### src/rtl/gshare_btb_pred_if.sv
// Predictor port bundle: fetch lookup, dispatch checkpointing and branch resolve.
// ROB_W must equal $clog2(ROB_SIZE) of the attached predictor.
interface gshare_btb_pred_if #(parameter int ROB_W = 4);
    // fetch lookup
    logic              pred_req;
    logic [31:0]       pred_pc;
    logic              pred_valid;
    logic              pred_taken;
    logic [31:0]       pred_target;
    // dispatch
    logic              dispatch_en;
    logic [ROB_W-1:0]  dispatch_rob_id;
    logic [31:0]       dispatch_pc;
    logic              dispatch_is_br;
    logic              dispatch_is_call;
    logic              dispatch_is_ret;
    logic              dispatch_pred_taken;
    // resolve
    logic              resolve_en;
    logic [ROB_W-1:0]  resolve_rob_id;
    logic [31:0]       resolve_pc;
    logic [1:0]        resolve_type;
    logic              resolve_taken;
    logic [31:0]       resolve_target;
    logic              resolve_mispredict;

    modport master (
        output pred_req, pred_pc,
        output dispatch_en, dispatch_rob_id, dispatch_pc, dispatch_is_br,
               dispatch_is_call, dispatch_is_ret, dispatch_pred_taken,
        output resolve_en, resolve_rob_id, resolve_pc, resolve_type,
               resolve_taken, resolve_target, resolve_mispredict,
        input  pred_valid, pred_taken, pred_target
    );

    modport slave (
        input  pred_req, pred_pc,
        input  dispatch_en, dispatch_rob_id, dispatch_pc, dispatch_is_br,
               dispatch_is_call, dispatch_is_ret, dispatch_pred_taken,
        input  resolve_en, resolve_rob_id, resolve_pc, resolve_type,
               resolve_taken, resolve_target, resolve_mispredict,
        output pred_valid, pred_taken, pred_target
    );
endinterface

### src/rtl/gshare_btb_pred.sv
// gshare direction predictor + direct-mapped BTB with per-ROB-slot history
// checkpoints. Optional return address stack enabled by defining RAS_EN.
module gshare_btb_pred #(
    parameter int LG_PHT    = 7,
    parameter int LG_BTB    = 5,
    parameter int GHR_W     = 7,   // 1..LG_PHT
    parameter int TAG_W     = 10,
    parameter int ROB_SIZE  = 16,
    parameter int RAS_DEPTH = 8    // power of two, >= 2
) (
    input  logic             clk,
    input  logic             rst,
    gshare_btb_pred_if.slave bus
);
    localparam int PHT_N = 1 << LG_PHT;
    localparam int BTB_N = 1 << LG_BTB;
    localparam logic [1:0] T_BR = 2'd0;

    typedef logic [LG_PHT-1:0] pht_idx_t;
    typedef logic [GHR_W-1:0]  ghr_t;
    typedef struct packed {
        logic [TAG_W-1:0] tag;
        logic [31:0]      target;
        logic [1:0]       typ;
    } btb_ent_t;

    ghr_t             ghr;
    logic [1:0]       pht    [PHT_N];
    logic [BTB_N-1:0] btb_vld;
    btb_ent_t         btb    [BTB_N];
    ghr_t             ck_ghr [ROB_SIZE];
    pht_idx_t         ck_idx [ROB_SIZE];

    // Shift a new outcome into the history; the oldest bit falls off the top.
    function automatic ghr_t ghr_shift(ghr_t g, logic b);
        return GHR_W'({g, b});
    endfunction

    // lookup path, all from pre-edge state
    pht_idx_t          lk_idx;
    logic [LG_BTB-1:0] lk_bi;
    btb_ent_t          lk_e;
    logic              lk_hit, lk_taken;
    logic [31:0]       lk_target;
    assign lk_idx = bus.pred_pc[LG_PHT+1:2] ^ LG_PHT'(ghr);
    assign lk_bi  = bus.pred_pc[LG_BTB+1:2];
    assign lk_e   = btb[lk_bi];
    assign lk_hit = btb_vld[lk_bi] && (lk_e.tag == bus.pred_pc[LG_BTB+2 +: TAG_W]);

    // resolve / dispatch side indices
    pht_idx_t          rs_idx, dp_idx;
    ghr_t              rs_ghr;
    logic [LG_BTB-1:0] rs_bi;
    logic              restore;
    assign rs_idx  = ck_idx[bus.resolve_rob_id];
    assign rs_ghr  = ck_ghr[bus.resolve_rob_id];
    assign rs_bi   = bus.resolve_pc[LG_BTB+1:2];
    assign dp_idx  = bus.dispatch_pc[LG_PHT+1:2] ^ LG_PHT'(ghr);
    assign restore = bus.resolve_en && bus.resolve_mispredict;

`ifdef RAS_EN
    localparam int RAS_W = $clog2(RAS_DEPTH);
    localparam logic [1:0] T_RET = 2'd3;
    logic [31:0]      ras        [RAS_DEPTH];
    logic [RAS_W-1:0] ras_ptr;
    logic [RAS_W:0]   ras_cnt;
    logic [RAS_W-1:0] ck_ras_ptr [ROB_SIZE];
    logic [RAS_W:0]   ck_ras_cnt [ROB_SIZE];
    logic             push, pop;
    assign push = bus.dispatch_en && bus.dispatch_is_call;
    assign pop  = bus.dispatch_en && bus.dispatch_is_ret && (ras_cnt != '0);

    // Circular stack: push always advances, count saturates so a full stack drops its oldest.
    always_ff @(posedge clk) begin
        if (rst) begin
            ras_ptr <= '0;
            ras_cnt <= '0;
        end else if (restore) begin
            ras_ptr <= ck_ras_ptr[bus.resolve_rob_id];
            ras_cnt <= ck_ras_cnt[bus.resolve_rob_id];
        end else if (push) begin
            ras_ptr <= ras_ptr + RAS_W'(1);
            if (ras_cnt != (RAS_W+1)'(RAS_DEPTH)) ras_cnt <= ras_cnt + (RAS_W+1)'(1);
        end else if (pop) begin
            ras_ptr <= ras_ptr - RAS_W'(1);
            ras_cnt <= ras_cnt - (RAS_W+1)'(1);
        end
    end

    // Stack data; a push that loses to a restore must not clobber a restored live entry.
    always_ff @(posedge clk) begin
        if (!rst && push && !restore) ras[ras_ptr] <= bus.dispatch_pc + 32'd4;
    end

    // RAS position checkpoint alongside the history checkpoint.
    always_ff @(posedge clk) begin
        if (bus.dispatch_en) begin
            ck_ras_ptr[bus.dispatch_rob_id] <= ras_ptr;
            ck_ras_cnt[bus.dispatch_rob_id] <= ras_cnt;
        end
    end
`else
    logic unused_ras;
    assign unused_ras = ^{bus.dispatch_is_call, bus.dispatch_is_ret, 32'(RAS_DEPTH)};
`endif

    logic unused_pc;
    assign unused_pc = ^{bus.pred_pc, bus.dispatch_pc, bus.resolve_pc};

    // Direction and target of the current fetch lookup.
    always_comb begin
        lk_taken  = lk_hit && ((lk_e.typ != T_BR) || pht[lk_idx][1]);
        lk_target = lk_hit ? lk_e.target : bus.pred_pc + 32'd4;
`ifdef RAS_EN
        if (lk_hit && (lk_e.typ == T_RET) && (ras_cnt != '0))
            lk_target = ras[ras_ptr - RAS_W'(1)];
`endif
    end

    // One-cycle registered lookup response.
    always_ff @(posedge clk) begin
        if (rst) begin
            bus.pred_valid  <= 1'b0;
            bus.pred_taken  <= 1'b0;
            bus.pred_target <= '0;
        end else begin
            bus.pred_valid  <= bus.pred_req;
            bus.pred_taken  <= bus.pred_req && lk_taken;
            bus.pred_target <= lk_target;
        end
    end

    // Global history: mispredict restore beats speculative dispatch shift.
    always_ff @(posedge clk) begin
        if (rst)
            ghr <= '0;
        else if (restore)
            ghr <= (bus.resolve_type == T_BR) ? ghr_shift(rs_ghr, bus.resolve_taken) : rs_ghr;
        else if (bus.dispatch_en && bus.dispatch_is_br)
            ghr <= ghr_shift(ghr, bus.dispatch_pred_taken);
    end

    // Per-slot snapshot of history and PHT index taken at dispatch.
    always_ff @(posedge clk) begin
        if (bus.dispatch_en) begin
            ck_ghr[bus.dispatch_rob_id] <= ghr;
            ck_idx[bus.dispatch_rob_id] <= dp_idx;
        end
    end

    // Saturating 2-bit counters trained at the checkpointed index.
    always_ff @(posedge clk) begin
        if (rst) begin
            for (int i = 0; i < PHT_N; i++) pht[i] <= 2'b01;
        end else if (bus.resolve_en && (bus.resolve_type == T_BR)) begin
            if (bus.resolve_taken && (pht[rs_idx] != 2'b11))
                pht[rs_idx] <= pht[rs_idx] + 2'd1;
            else if (!bus.resolve_taken && (pht[rs_idx] != 2'b00))
                pht[rs_idx] <= pht[rs_idx] - 2'd1;
        end
    end

    // BTB valid bits.
    always_ff @(posedge clk) begin
        if (rst)
            btb_vld <= '0;
        else if (bus.resolve_en && bus.resolve_taken)
            btb_vld[rs_bi] <= 1'b1;
    end

    // BTB payload, allocated only by taken resolves.
    always_ff @(posedge clk) begin
        if (!rst && bus.resolve_en && bus.resolve_taken)
            btb[rs_bi] <= '{tag: bus.resolve_pc[LG_BTB+2 +: TAG_W],
                            target: bus.resolve_target, typ: bus.resolve_type};
    end
endmodule

### src/flat_wrapper.sv
// flat-port wrapper written by rule: the top's interface ports become plain ports
module gshare_btb_pred_flat 
#(
    parameter int LG_PHT    = 7,
    parameter int LG_BTB    = 5,
    parameter int GHR_W     = 7,               
    parameter int TAG_W     = 10,
    parameter int ROB_SIZE  = 16,
    parameter int RAS_DEPTH = 8                         
)
  (clk, rst, bus_pred_req, bus_pred_pc, bus_dispatch_en, bus_dispatch_rob_id, bus_dispatch_pc, bus_dispatch_is_br, bus_dispatch_is_call, bus_dispatch_is_ret, bus_dispatch_pred_taken, bus_resolve_en, bus_resolve_rob_id, bus_resolve_pc, bus_resolve_type, bus_resolve_taken, bus_resolve_target, bus_resolve_mispredict, bus_pred_valid, bus_pred_taken, bus_pred_target);
  gshare_btb_pred_if bus_i ();
  input  logic clk;
  input  logic rst;
  input wire logic [$bits(bus_i.pred_req)-1:0] bus_pred_req;
  input wire logic [$bits(bus_i.pred_pc)-1:0] bus_pred_pc;
  input wire logic [$bits(bus_i.dispatch_en)-1:0] bus_dispatch_en;
  input wire logic [$bits(bus_i.dispatch_rob_id)-1:0] bus_dispatch_rob_id;
  input wire logic [$bits(bus_i.dispatch_pc)-1:0] bus_dispatch_pc;
  input wire logic [$bits(bus_i.dispatch_is_br)-1:0] bus_dispatch_is_br;
  input wire logic [$bits(bus_i.dispatch_is_call)-1:0] bus_dispatch_is_call;
  input wire logic [$bits(bus_i.dispatch_is_ret)-1:0] bus_dispatch_is_ret;
  input wire logic [$bits(bus_i.dispatch_pred_taken)-1:0] bus_dispatch_pred_taken;
  input wire logic [$bits(bus_i.resolve_en)-1:0] bus_resolve_en;
  input wire logic [$bits(bus_i.resolve_rob_id)-1:0] bus_resolve_rob_id;
  input wire logic [$bits(bus_i.resolve_pc)-1:0] bus_resolve_pc;
  input wire logic [$bits(bus_i.resolve_type)-1:0] bus_resolve_type;
  input wire logic [$bits(bus_i.resolve_taken)-1:0] bus_resolve_taken;
  input wire logic [$bits(bus_i.resolve_target)-1:0] bus_resolve_target;
  input wire logic [$bits(bus_i.resolve_mispredict)-1:0] bus_resolve_mispredict;
  output wire logic [$bits(bus_i.pred_valid)-1:0] bus_pred_valid;
  output wire logic [$bits(bus_i.pred_taken)-1:0] bus_pred_taken;
  output wire logic [$bits(bus_i.pred_target)-1:0] bus_pred_target;
  assign bus_i.pred_req = bus_pred_req;
  assign bus_i.pred_pc = bus_pred_pc;
  assign bus_i.dispatch_en = bus_dispatch_en;
  assign bus_i.dispatch_rob_id = bus_dispatch_rob_id;
  assign bus_i.dispatch_pc = bus_dispatch_pc;
  assign bus_i.dispatch_is_br = bus_dispatch_is_br;
  assign bus_i.dispatch_is_call = bus_dispatch_is_call;
  assign bus_i.dispatch_is_ret = bus_dispatch_is_ret;
  assign bus_i.dispatch_pred_taken = bus_dispatch_pred_taken;
  assign bus_i.resolve_en = bus_resolve_en;
  assign bus_i.resolve_rob_id = bus_resolve_rob_id;
  assign bus_i.resolve_pc = bus_resolve_pc;
  assign bus_i.resolve_type = bus_resolve_type;
  assign bus_i.resolve_taken = bus_resolve_taken;
  assign bus_i.resolve_target = bus_resolve_target;
  assign bus_i.resolve_mispredict = bus_resolve_mispredict;
  assign bus_pred_valid = bus_i.pred_valid;
  assign bus_pred_taken = bus_i.pred_taken;
  assign bus_pred_target = bus_i.pred_target;
  gshare_btb_pred #(.LG_PHT(LG_PHT), .LG_BTB(LG_BTB), .GHR_W(GHR_W), .TAG_W(TAG_W), .ROB_SIZE(ROB_SIZE), .RAS_DEPTH(RAS_DEPTH)) u_core (.clk(clk), .rst(rst), .bus(bus_i));
endmodule
### config.mk
export PLATFORM = sky130hd
export DESIGN_NAME = gshare_btb_pred_flat
export DESIGN_NICKNAME = d
export VERILOG_FILES = /design/src/rtl/gshare_btb_pred_if.sv /design/src/rtl/gshare_btb_pred.sv /design/src/flat_wrapper.sv
export SDC_FILE = /design/constraint.sdc
export NUM_CORES = 2
export LEC_CHECK = 0
export CAP_MARGIN = 40
export CORE_AREA = 5 5 328 651
export DETAILED_ROUTE_END_ITERATION = 8
export DIE_AREA = 0 0 333 656
export HOLD_SLACK_MARGIN = 0.12
export PLACE_DENSITY = 0.63
export SETUP_SLACK_MARGIN = 0.5
export SYNTH_ARGS = -nofsm -noshare
export SYNTH_HDL_FRONTEND = slang
export SYNTH_SLANG_ARGS = --single-unit
### constraint.sdc
create_clock -name clk -period 4.7 [get_ports clk]
set_input_delay 0.94 -clock clk [delete_from_list [all_inputs] [get_ports clk]]
set_output_delay 0.94 -clock clk [all_outputs]
set_load 0.02 [all_outputs]
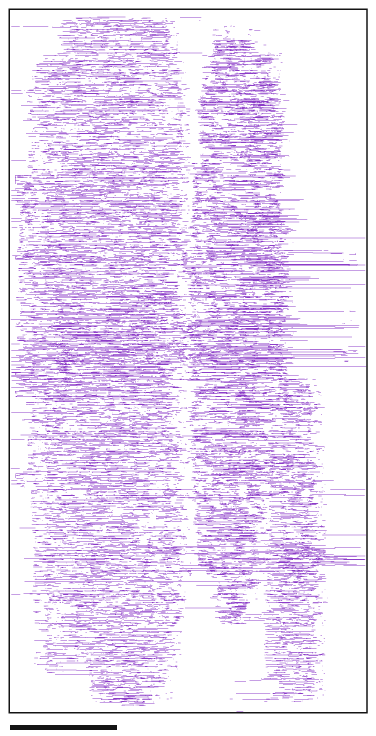
(met1 routing)
The bar under the picture is 100 um long.
share of all routed wire: 32%
longest straight run: 155 um
nets with wire on the layer: 4,940

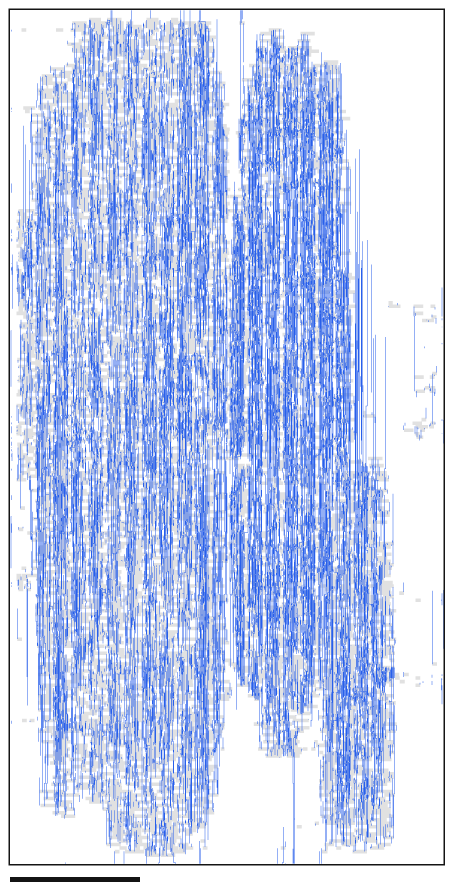
(signal wires on met2)
The bar under the picture is 100 um long. Cells faint in the background.
longest straight run: 295 um
share of all routed wire: 53%
wire length on this layer: 145 mm
nets with wire on the layer: 4,697

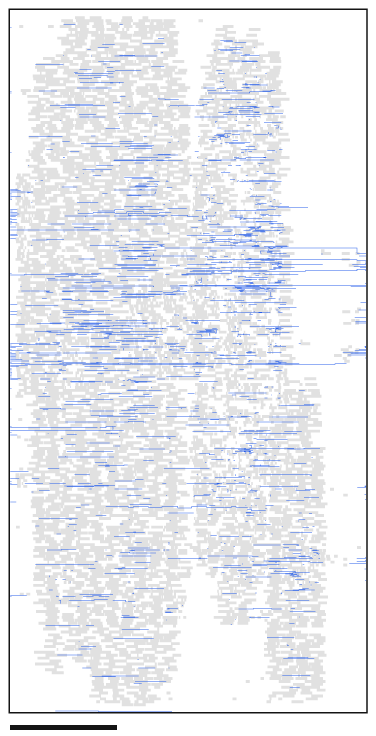
(signal wires on met3)
The bar under the picture is 100 um long. Cells faint in the background.
share of all routed wire: 5.6%
nets with wire on the layer: 629

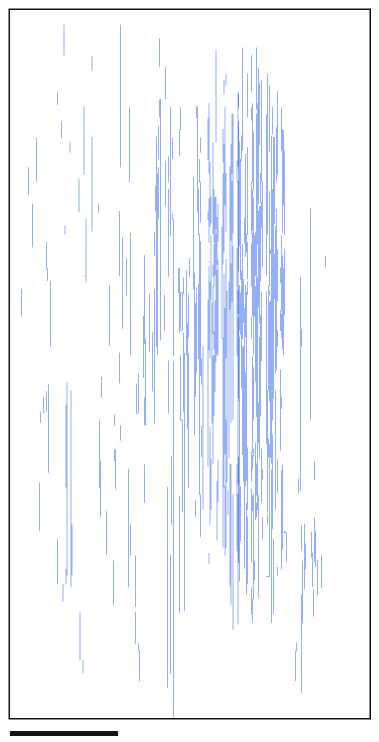
(signal wires on met4)
The bar under the picture is 100 um long.
share of all routed wire: 8.7%
nets with wire on the layer: 202
wire length on this layer: 23.6 mm

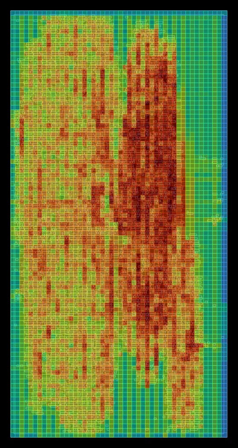
(routing congestion)
GR peak layer: met2
GRT Overall Usage: 24.36%
wire per inst: 34.37 um

==> impl_metrics.toml <==
# flow metrics
[status]
status = "complete, no violations"

[pwr]
power_mw = 40.34
power.group.top = "sequential cells"
p_clk_share_pct = 35.6

[placed_design]
place.gp.congestion = 1.022
hpwlAfterDp_um = 174700

[clocking]
clockBufferDepth = 4
clk_pin_slew_worst_paths_ns = 0.06
cts_tree = "yes"

[floorplanning]
ios = 183
dieArea_um2 = 218400
num_rows = 237

[cells_and_area]
n_clock_buffer = 205
diodes = 8
lay_top_count = "edfxtp_1"

[logic_synthesis]
yosys.area_share.aoi_pct = 6.662
synth_seq_share_pct = 70.39
netlist_instances = 4440

[route]
final_antenna_net_count = 0
met1_length_um = 88400
top_layer_used = "met5"

[grt]
grt_pass1_wl_um = 379200

[job]
max_cap_viol_count = 0
tool_warnings = 78

[timing]
max_freq_ghz = 0.2170
slew_viol_final = 0
fin_crit_ns = 4.609
slew_headroom_pct = 31.07

[setup_path]
reg2reg_depth = 17
crit_slowest_cell = "a22oi_2"
crit_path_start_kind = "input pin"
worstPathArrival_ns = 5.16
